$ cat config.mk
export PLATFORM = sky130hd
export DESIGN_NAME = operand_capture_flat
export DESIGN_NICKNAME = d
export VERILOG_FILES = /design/src/rtl/operand_capture_pkg.sv /design/src/rtl/operand_capture_if.sv /design/src/rtl/operand_capture_fifo_mem.sv /design/src/rtl/operand_capture.sv /design/src/flat_wrapper.sv
export SDC_FILE = /design/constraint.sdc
export NUM_CORES = 1
export LEC_CHECK = 0
export CORE_ASPECT_RATIO = 1.1
export CORE_MARGIN = 10
export CORE_UTILIZATION = 25
export DETAILED_ROUTE_END_ITERATION = 7
export GPL_ROUTABILITY_DRIVEN = 0
export SYNTH_ARGS = -nofsm -noshare
export SYNTH_HDL_FRONTEND = slang
export SYNTH_SLANG_ARGS = --single-unit
$ cat constraint.sdc
create_clock -name clk -period 3.3 [get_ports clk]
set_clock_uncertainty 0.15 [all_clocks]
set_input_delay 0.33 -clock clk [delete_from_list [all_inputs] [get_ports clk]]
set_output_delay 0.33 -clock clk [all_outputs]
set_load 0.02 [all_outputs]
$ cat src/rtl/operand_capture_pkg.sv
// ---------------------------------------------------------------------------
// operand_capture_pkg
// Shared definitions for the operand capture FIFO:
//   OP_WIDTH / OP_DEPTH : default operand width and FIFO depth
//   operand_pair_t      : one captured {a, b} operand pair
//   state_e             : two-state output control (EMPTY / ACTIVE)
//   ptr_bits()          : pointer width for a given depth (one extra wrap bit)
// ---------------------------------------------------------------------------
package operand_capture_pkg;

   localparam int OP_WIDTH = 4;
   localparam int OP_DEPTH = 4;

   typedef struct packed {
      logic [OP_WIDTH-1:0] a;
      logic [OP_WIDTH-1:0] b;
   } operand_pair_t;

   typedef enum logic {
      EMPTY  = 1'b0,
      ACTIVE = 1'b1
   } state_e;

   // The extra MSB distinguishes full from empty when the low bits match.
   function automatic int ptr_bits(input int depth);
      return $clog2(depth) + 1;
   endfunction

endpackage

$ cat src/rtl/operand_capture_if.sv
// ---------------------------------------------------------------------------
// operand_capture_if
// Bundles the operand capture bus.
//   Ain/Bin/Ein : strobed operand pair from the enable stage
//   Aout/Bout   : head-of-FIFO pair (zero when Vout=0)
//   Vout/Rdy    : downstream valid/ready handshake
//   Full/Count  : occupancy status
//   Ovf         : sticky overflow flag
// Modports: master = producer/consumer environment, slave = operand_capture.
// ---------------------------------------------------------------------------
interface operand_capture_if
   import operand_capture_pkg::*;
#(
   parameter int WIDTH = OP_WIDTH,
   parameter int DEPTH = OP_DEPTH
);

   logic [WIDTH-1:0]       Ain;
   logic [WIDTH-1:0]       Bin;
   logic                   Ein;
   logic [WIDTH-1:0]       Aout;
   logic [WIDTH-1:0]       Bout;
   logic                   Vout;
   logic                   Rdy;
   logic                   Full;
   logic [$clog2(DEPTH):0] Count;
   logic                   Ovf;

   modport master (
      output Ain, Bin, Ein, Rdy,
      input  Aout, Bout, Vout, Full, Count, Ovf
   );

   modport slave (
      input  Ain, Bin, Ein, Rdy,
      output Aout, Bout, Vout, Full, Count, Ovf
   );

endinterface

$ cat src/rtl/operand_capture_fifo_mem.sv
// ---------------------------------------------------------------------------
// operand_fifo_mem
// DEPTH x (2*WIDTH) register array with one synchronous write port and one
// asynchronous read port.
//   clk   : write clock
//   we    : write enable
//   waddr : write address
//   wdata : write data {a, b}
//   raddr : read address
//   rdata : read data, combinational from raddr
// ---------------------------------------------------------------------------
module operand_fifo_mem
   import operand_capture_pkg::*;
#(
   parameter int WIDTH = OP_WIDTH,
   parameter int DEPTH = OP_DEPTH
) (
   input  logic                       clk,
   input  logic                       we,
   input  logic [$clog2(DEPTH)-1:0]   waddr,
   input  logic [2*WIDTH-1:0]         wdata,
   input  logic [$clog2(DEPTH)-1:0]   raddr,
   output logic [2*WIDTH-1:0]         rdata
);

   logic [2*WIDTH-1:0] mem_q [DEPTH];

   // NOTE: storage has no reset; the pointers alone decide which entries are
   // live, so resetting the array would only cost flops and reset routing.
   always_ff @(posedge clk) begin
      if (we) begin
         mem_q[waddr] <= wdata;
      end
   end

   assign rdata = mem_q[raddr];

endmodule

$ cat src/rtl/operand_capture.sv
// ---------------------------------------------------------------------------
// operand_capture
// Captures strobed A/B operand pairs into a small first-word-fall-through
// FIFO and presents them to the downstream datapath over valid/ready.
//   clk   : rising-edge clock
//   rst_n : synchronous active-low reset (discards buffered pairs)
//   bus   : operand_capture_if.slave (Ain/Bin/Ein in, Aout/Bout/Vout out,
//           Rdy in, Full/Count/Ovf status out)
// Build option: OPERAND_CAPTURE_ZERO_DROP_EN -- when defined, a strobed
// all-zero pair is treated as the enable stage's gated-off value and is
// neither pushed nor counted as an overflow.
// ---------------------------------------------------------------------------
module operand_capture
   import operand_capture_pkg::*;
#(
   parameter int WIDTH = OP_WIDTH,
   parameter int DEPTH = OP_DEPTH
) (
   input  logic              clk,
   input  logic              rst_n,
   operand_capture_if.slave  bus
);

   localparam int AW    = $clog2(DEPTH);
   localparam int PTR_W = ptr_bits(DEPTH);
   localparam logic [PTR_W-1:0] PTR_ONE = PTR_W'(1);

   typedef struct packed {
      logic [WIDTH-1:0] a;
      logic [WIDTH-1:0] b;
   } pair_t;

   state_e           state_q,  state_d;
   logic [PTR_W-1:0] wr_ptr_q, wr_ptr_d;
   logic [PTR_W-1:0] rd_ptr_q, rd_ptr_d;
   logic             ovf_q,    ovf_d;

   logic             vout;
   logic             full;
   logic [PTR_W-1:0] count;
   logic             push_req;
   logic             push;
   logic             pop;
   logic             drop;
   pair_t            wr_pair;
   pair_t            rd_pair;

   // ------------------------------------------------------------------
   // Status derived from registered state only
   // ------------------------------------------------------------------
   assign vout  = (state_q == ACTIVE);
   assign full  = (wr_ptr_q[PTR_W-1] != rd_ptr_q[PTR_W-1]) &&
                  (wr_ptr_q[AW-1:0]  == rd_ptr_q[AW-1:0]);
   // Modulo-2*DEPTH subtraction gives occupancy directly.
   assign count = wr_ptr_q - rd_ptr_q;

`ifdef OPERAND_CAPTURE_ZERO_DROP_EN
   assign push_req = bus.Ein && ((bus.Ain != '0) || (bus.Bin != '0));
`else
   assign push_req = bus.Ein;
`endif

   // A pop in the same cycle frees the head slot, so a full FIFO can still
   // accept the incoming pair.
   assign pop  = vout && bus.Rdy;
   assign push = push_req && (!full || pop);
   assign drop = push_req && full && !pop;

   // ------------------------------------------------------------------
   // Next-state logic
   // ------------------------------------------------------------------
   // NOTE: every variable gets its hold value before any branch so no path
   // leaves it unassigned, which would otherwise infer a latch.
   always_comb begin
      state_d  = state_q;
      wr_ptr_d = wr_ptr_q;
      rd_ptr_d = rd_ptr_q;
      ovf_d    = ovf_q;

      if (push) wr_ptr_d = wr_ptr_q + PTR_ONE;
      if (pop)  rd_ptr_d = rd_ptr_q + PTR_ONE;
      if (drop) ovf_d    = 1'b1;

      unique case (state_q)
         EMPTY:  if (push) state_d = ACTIVE;
         ACTIVE: if (pop && !push && (count == PTR_ONE)) state_d = EMPTY;
         default: state_d = EMPTY;
      endcase
   end

   // NOTE: non-blocking assignments make every flop sample the pre-edge
   // values, independent of statement order inside the block.
   always_ff @(posedge clk) begin
      if (!rst_n) begin
         state_q  <= EMPTY;
         wr_ptr_q <= '0;
         rd_ptr_q <= '0;
         ovf_q    <= 1'b0;
      end else begin
         state_q  <= state_d;
         wr_ptr_q <= wr_ptr_d;
         rd_ptr_q <= rd_ptr_d;
         ovf_q    <= ovf_d;
      end
   end

   // ------------------------------------------------------------------
   // Storage
   // ------------------------------------------------------------------
   assign wr_pair = '{a: bus.Ain, b: bus.Bin};

   operand_fifo_mem #(
      .WIDTH (WIDTH),
      .DEPTH (DEPTH)
   ) u_mem (
      .clk   (clk),
      .we    (push && rst_n),
      .waddr (wr_ptr_q[AW-1:0]),
      .wdata (wr_pair),
      .raddr (rd_ptr_q[AW-1:0]),
      .rdata (rd_pair)
   );

   // ------------------------------------------------------------------
   // Outputs: head pair is forced to zero while nothing is valid
   // ------------------------------------------------------------------
   assign bus.Aout  = vout ? rd_pair.a : '0;
   assign bus.Bout  = vout ? rd_pair.b : '0;
   assign bus.Vout  = vout;
   assign bus.Full  = full;
   assign bus.Count = count;
   assign bus.Ovf   = ovf_q;

endmodule

$ cat src/flat_wrapper.sv
// flat-port wrapper written by rule: the top's interface ports become plain ports
module operand_capture_flat import operand_capture_pkg::*;
#(
   parameter int WIDTH = OP_WIDTH,
   parameter int DEPTH = OP_DEPTH
)
  (clk, rst_n, bus_Ain, bus_Bin, bus_Ein, bus_Rdy, bus_Aout, bus_Bout, bus_Vout, bus_Full, bus_Count, bus_Ovf);
  operand_capture_if #(.WIDTH(WIDTH), .DEPTH(DEPTH)) bus_i ();
  input  logic clk;
  input  logic rst_n;
  input wire logic [$bits(bus_i.Ain)-1:0] bus_Ain;
  input wire logic [$bits(bus_i.Bin)-1:0] bus_Bin;
  input wire logic [$bits(bus_i.Ein)-1:0] bus_Ein;
  input wire logic [$bits(bus_i.Rdy)-1:0] bus_Rdy;
  output wire logic [$bits(bus_i.Aout)-1:0] bus_Aout;
  output wire logic [$bits(bus_i.Bout)-1:0] bus_Bout;
  output wire logic [$bits(bus_i.Vout)-1:0] bus_Vout;
  output wire logic [$bits(bus_i.Full)-1:0] bus_Full;
  output wire logic [$bits(bus_i.Count)-1:0] bus_Count;
  output wire logic [$bits(bus_i.Ovf)-1:0] bus_Ovf;
  assign bus_i.Ain = bus_Ain;
  assign bus_i.Bin = bus_Bin;
  assign bus_i.Ein = bus_Ein;
  assign bus_i.Rdy = bus_Rdy;
  assign bus_Aout = bus_i.Aout;
  assign bus_Bout = bus_i.Bout;
  assign bus_Vout = bus_i.Vout;
  assign bus_Full = bus_i.Full;
  assign bus_Count = bus_i.Count;
  assign bus_Ovf = bus_i.Ovf;
  operand_capture #(.WIDTH(WIDTH), .DEPTH(DEPTH)) u_core (.clk(clk), .rst_n(rst_n), .bus(bus_i));
endmodule
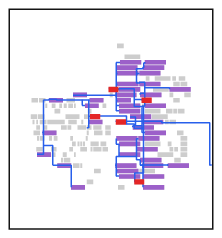
**Above:** clock wires, drivers and flops.
Drawn at 2 px/µm.
[purple] flip-flops | count: 42
[red] clock drivers | count: 5
[blue] clock wires | length: 496 µm
routed clock nets	6

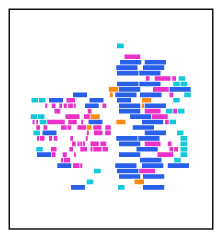
**Above:** placed cells, one colour a class.
Drawn at 2 px/µm.
colour	class	cells
magenta	combinational and other logic	68
blue	sequential cells	42
cyan	remaining buffers and delay cells	25
orange	clock drivers and dummy loads	8

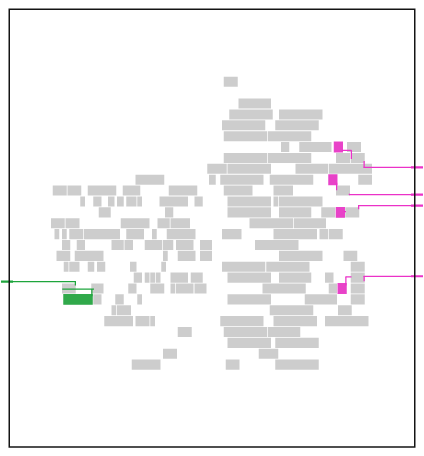
**Above:** I/O nets highlighted.
Drawn at 4 px/µm.
colour	port	bits	direction	edge	end cells	wire
green	bus_Ovf	1	output	left	1	26.2 µm
magenta	bus_Bout	4	output	right	4	67.5 µm

==> metrics.csv <==
stage;metric;value;unit
final_timing;RSZ-0062 raised after global routing;false;
global_route;GRT Residual Overflow;0;
pwr;Net Sw Frac;0.238;
worst_setup_path;Buf+Inv Stages, Crit Path;2;
finish;antenna cell count;0;
clock_tree;CTS Buf Count;5;
floorplanning;FP Util;0.257;
finish;share of cells above drive strength 1;0.112;
logic_synthesis;top area contributor share;0.533;
logic_synthesis;post-synthesis sequential area ratio;0.644;
detailed_routing;routed wire length;3330;µm
logic_synthesis;Main synth FF type;edfxtp_1;
detailed_routing;Initial DRT Pass Iterations;4;
logic_synthesis;Syn. warnings;0;
logic_synthesis;leading area contributor after synthesis;edfxtp_1;
floorplanning;Die H;109;µm
logic_synthesis;Distinct lib cells used;24;
floorplanning;Die Size;11000;µm²
run;tool warnings;30;
logic_synthesis;commonest cells in the netlist;32 x edfxtp_1, 13 x and2_1, 10 x dfxtp_1;
clock_tree;CTS sink count;42;
final_timing;Slew Viols, Final;0;
clock_tree;CTS tree;done;
clock_tree;Worst-path clk slew;0.08;ns
worst_setup_path;crit path capture type;output port;
placed_design;port bufs;25;
logic_synthesis;# Cells Yosys;114;
pwr;VDD IR max;0.165;mV
worst_setup_path;max incr delay on CP;0.61;ns
detailed_routing;1st-iter DRT viols;24;
worst_setup_path;worst path cell trace;inv_1 -> ha_1 -> fa_1 -> xor3_2 -> clkdlybuf4s50_1;
final_timing;Least-Margin Pin Slew;0.528;ns
floorplanning;die x size;101;µm
pwr;Clk pwr share;0.300;
pwr;total power;1050;µW
worst_setup_path;crit-path max FO;4;
worst_setup_path;worst path arrival time;2.24;ns
clock_tree;setup bufs post-CTS;0;
logic_synthesis;yosys stat chip area;1800;µm²
global_route;vias in the first global route;1057;
logic_synthesis;most frequent cell after synthesis;edfxtp_1;
final_timing;setup_tns;0;ns
placed_design;hpwl dp;2440;µm
pwr;pwr/cell area;471;nW/µm²
detailed_routing;routed length per instance;14.6;µm
worst_setup_path;Slowest cell on crit path;clkdlybuf4s50_1;
final_timing;final hold violations;0;
worst_hold_path;hold crit path type;register to register;
final_timing;relative slew slack;0.648;
global_route;first-pass GRT wire length;5420;µm
floorplanning;num ports;26;
clock_tree;Root Buffer Master;clkbuf_8;
clock_tree;CTS resizes;0;
global_route;gr usage total;0.0646;
finish;Area Growth Syn to Fin;23.5;%
detailed_routing;DRC viols;0;
worst_setup_path;R2R setup slack;1.09;ns
finish;Core Util, Final;0.318;
clock_tree;CTS Hold Bufs;0;
worst_setup_path;Setup crit start kind;register;
worst_setup_path;family with the most delay on the worst path;buffers and inverters;
worst_setup_path;CP Class;register to output port;
detailed_routing;final antenna-violating net count;0;
pwr;Static Leak;0.000759;µW
logic_synthesis;synthesized area;1800;µm²
final_timing;period utilization;0.823;
clock_tree;maximum clock path buffer count;2;
placed_design;DP Area;2140;µm²
logic_synthesis;biggest area cells;edfxtp_1 53%, dfxtp_1 11%, mux4_2 10%, ha_1 4.9%, and2_1 4.5%;
run_status;status;finished, final reports clean;
pwr;Reg power frac;0.574;
final_timing;crit path time final;2.72;ns
pwr;Comb pwr share;0.126;
logic_synthesis;Cells after Synth;114;
logic_synthesis;number of nets at floorplan;134;
global_route;largest net degree at the start of global routing;17;
global_route;initial antenna violation count;0;
pwr;P_sw;249;µW
floorplanning;area of the core;7010;µm²
clock_tree;H-tree lvl count;2;
worst_setup_path;Worst Path Required;2.82;ns
logic_synthesis;syn avg cell area;15.8;µm²
logic_synthesis;Flops after synth;42;
clock_tree;Worst-Skew Late Latency;0.30;ns
pwr;internal power component;799;µW
finish;final std cell area, no fill;2230;µm²
detailed_routing;vias;972;
logic_synthesis;Synth async-reset ratio;0;
run;max-cap viol count;0;
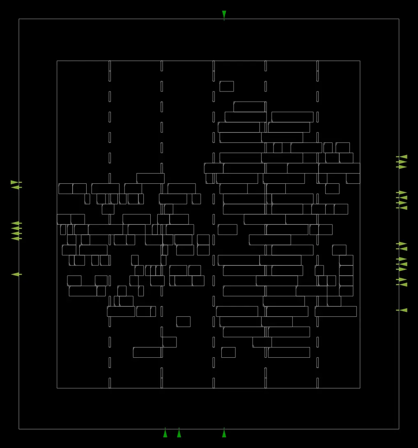
**Above:** placed standard cells.
number of well taps: 85
non-filler cells, final: 228
FILL cells: 703

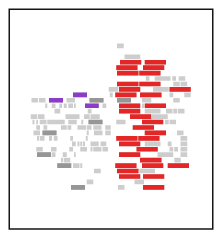
**Above:** where the registers sit.
Drawn at 2 px/µm. Other sequential cells in the stronger grey, the rest of the logic in the fainter grey.
colour	signal	flops
purple	u_core.rd_ptr_q	3
red	u_core.u_mem.mem_q	32

## area by class of cell
type	instances	area [µm²]
multi-input combinational	61	597
tap	85	106
clock buffer	5	68.8
timing repair buffer	25	250
sequential	42	1160
inverter	7	26.3
fill	703	4780
clock inverter	3	16.3
## routing by layer
metal  part of all wire  routed length (µm)  track usage  vias up
met4              0.019                  63       0.0299        0
met3               0.11                 360       0.0380        8
met2               0.42                1390       0.0932       32
met1               0.45                1510       0.0754      457
li1                   -                   -            -      475
met5                  0                   0            0        -
## tightest hold or removal path, stage by stage, from the launching register on
cell and delay [ns]:
dfxtp_1 0.35, nand2_1 0.06, mux2i_1 0.05
## worst paths after layout
| check | end | cells after the start | from |
|---|---|---|---|
| worst min register to register | u_core.wr_ptr_q[2] | 2 | u_core.wr_ptr_q[2] |
| worst max-delay path | bus_Count[2] | 5 | u_core.wr_ptr_q[0] |
| worst min-delay path | u_core.wr_ptr_q[2] | 2 | u_core.wr_ptr_q[2] |
| worst max register to register | u_core.u_mem.mem_q[0][7] | 5 | u_core.wr_ptr_q[0] |
## registers in the layout, summed over array words and instances, names as in the netlist, named ones only
| signal | count |
|---|---|
| u_core.u_mem.mem_q | 32 |
| u_core.bus.Ovf | 1 |
| u_core.rd_ptr_q | 3 |
| u_core.bus.Vout | 1 |
| u_core.wr_ptr_q | 3 |
## per-stage QoR
step | cells | setup WS, ns
finish | 228 | 0.585
global route | 228 | 0.440
CTS | 228 | 0.531
detailed placement | 220 | 0.851
global placement | 220 | 0.900
floorplan | 114 | 1.38
## cells in the final DEF (no fill, tap or decap)
master / Yosys / final
edfxtp_1: 32 / 32
clkdlybuf4s50_1: 0 / 25
and2_1: 13 / 13
dfxtp_1: 10 / 10
mux4_2: 8 / 8
nand2_1: 8 / 8
inv_1: 7 / 7
ha_1: 7 / 7
clkbuf_8: 0 / 5
and4_1: 4 / 4
nand3_1: 3 / 3
mux2i_1: 3 / 3
a31oi_1: 2 / 2
xnor2_1: 2 / 2
nand2b_1: 2 / 2
xor3_2: 1 / 1
xor2_1: 1 / 1
a21boi_0: 1 / 1
nor4_1: 1 / 1
o21ai_0: 1 / 1
a211oi_1: 1 / 1
a41oi_1: 1 / 1
nor2b_1: 1 / 1
fa_1: 1 / 1
clkinvlp_4: 0 / 1
clkinv_2: 0 / 1
clkinv_1: 0 / 1
## power groups by stage
stage / Clock [µW] / Combinational, µW / Sequential (µW)
finish: 314 / 133 / 602
floorplan: 0 / 80.9 / 605
global placement: 0 / 134 / 614
CTS: 326 / 135 / 602
global route: 346 / 147 / 605
detailed placement: 0 / 135 / 614
## cell families after synthesis
logic type,after synthesis,synth area share
AND-OR/OR-AND,6,0.0229
XOR/XNOR,4,0.0285
adder cells (fa/ha/maj),8,0.0597
buffers and inverters,11,0.0250
flip-flops,42,0.644
multiplexers,11,0.117
AND/OR/NAND/NOR,32,0.103
Power and IR drop assume default switching activity.
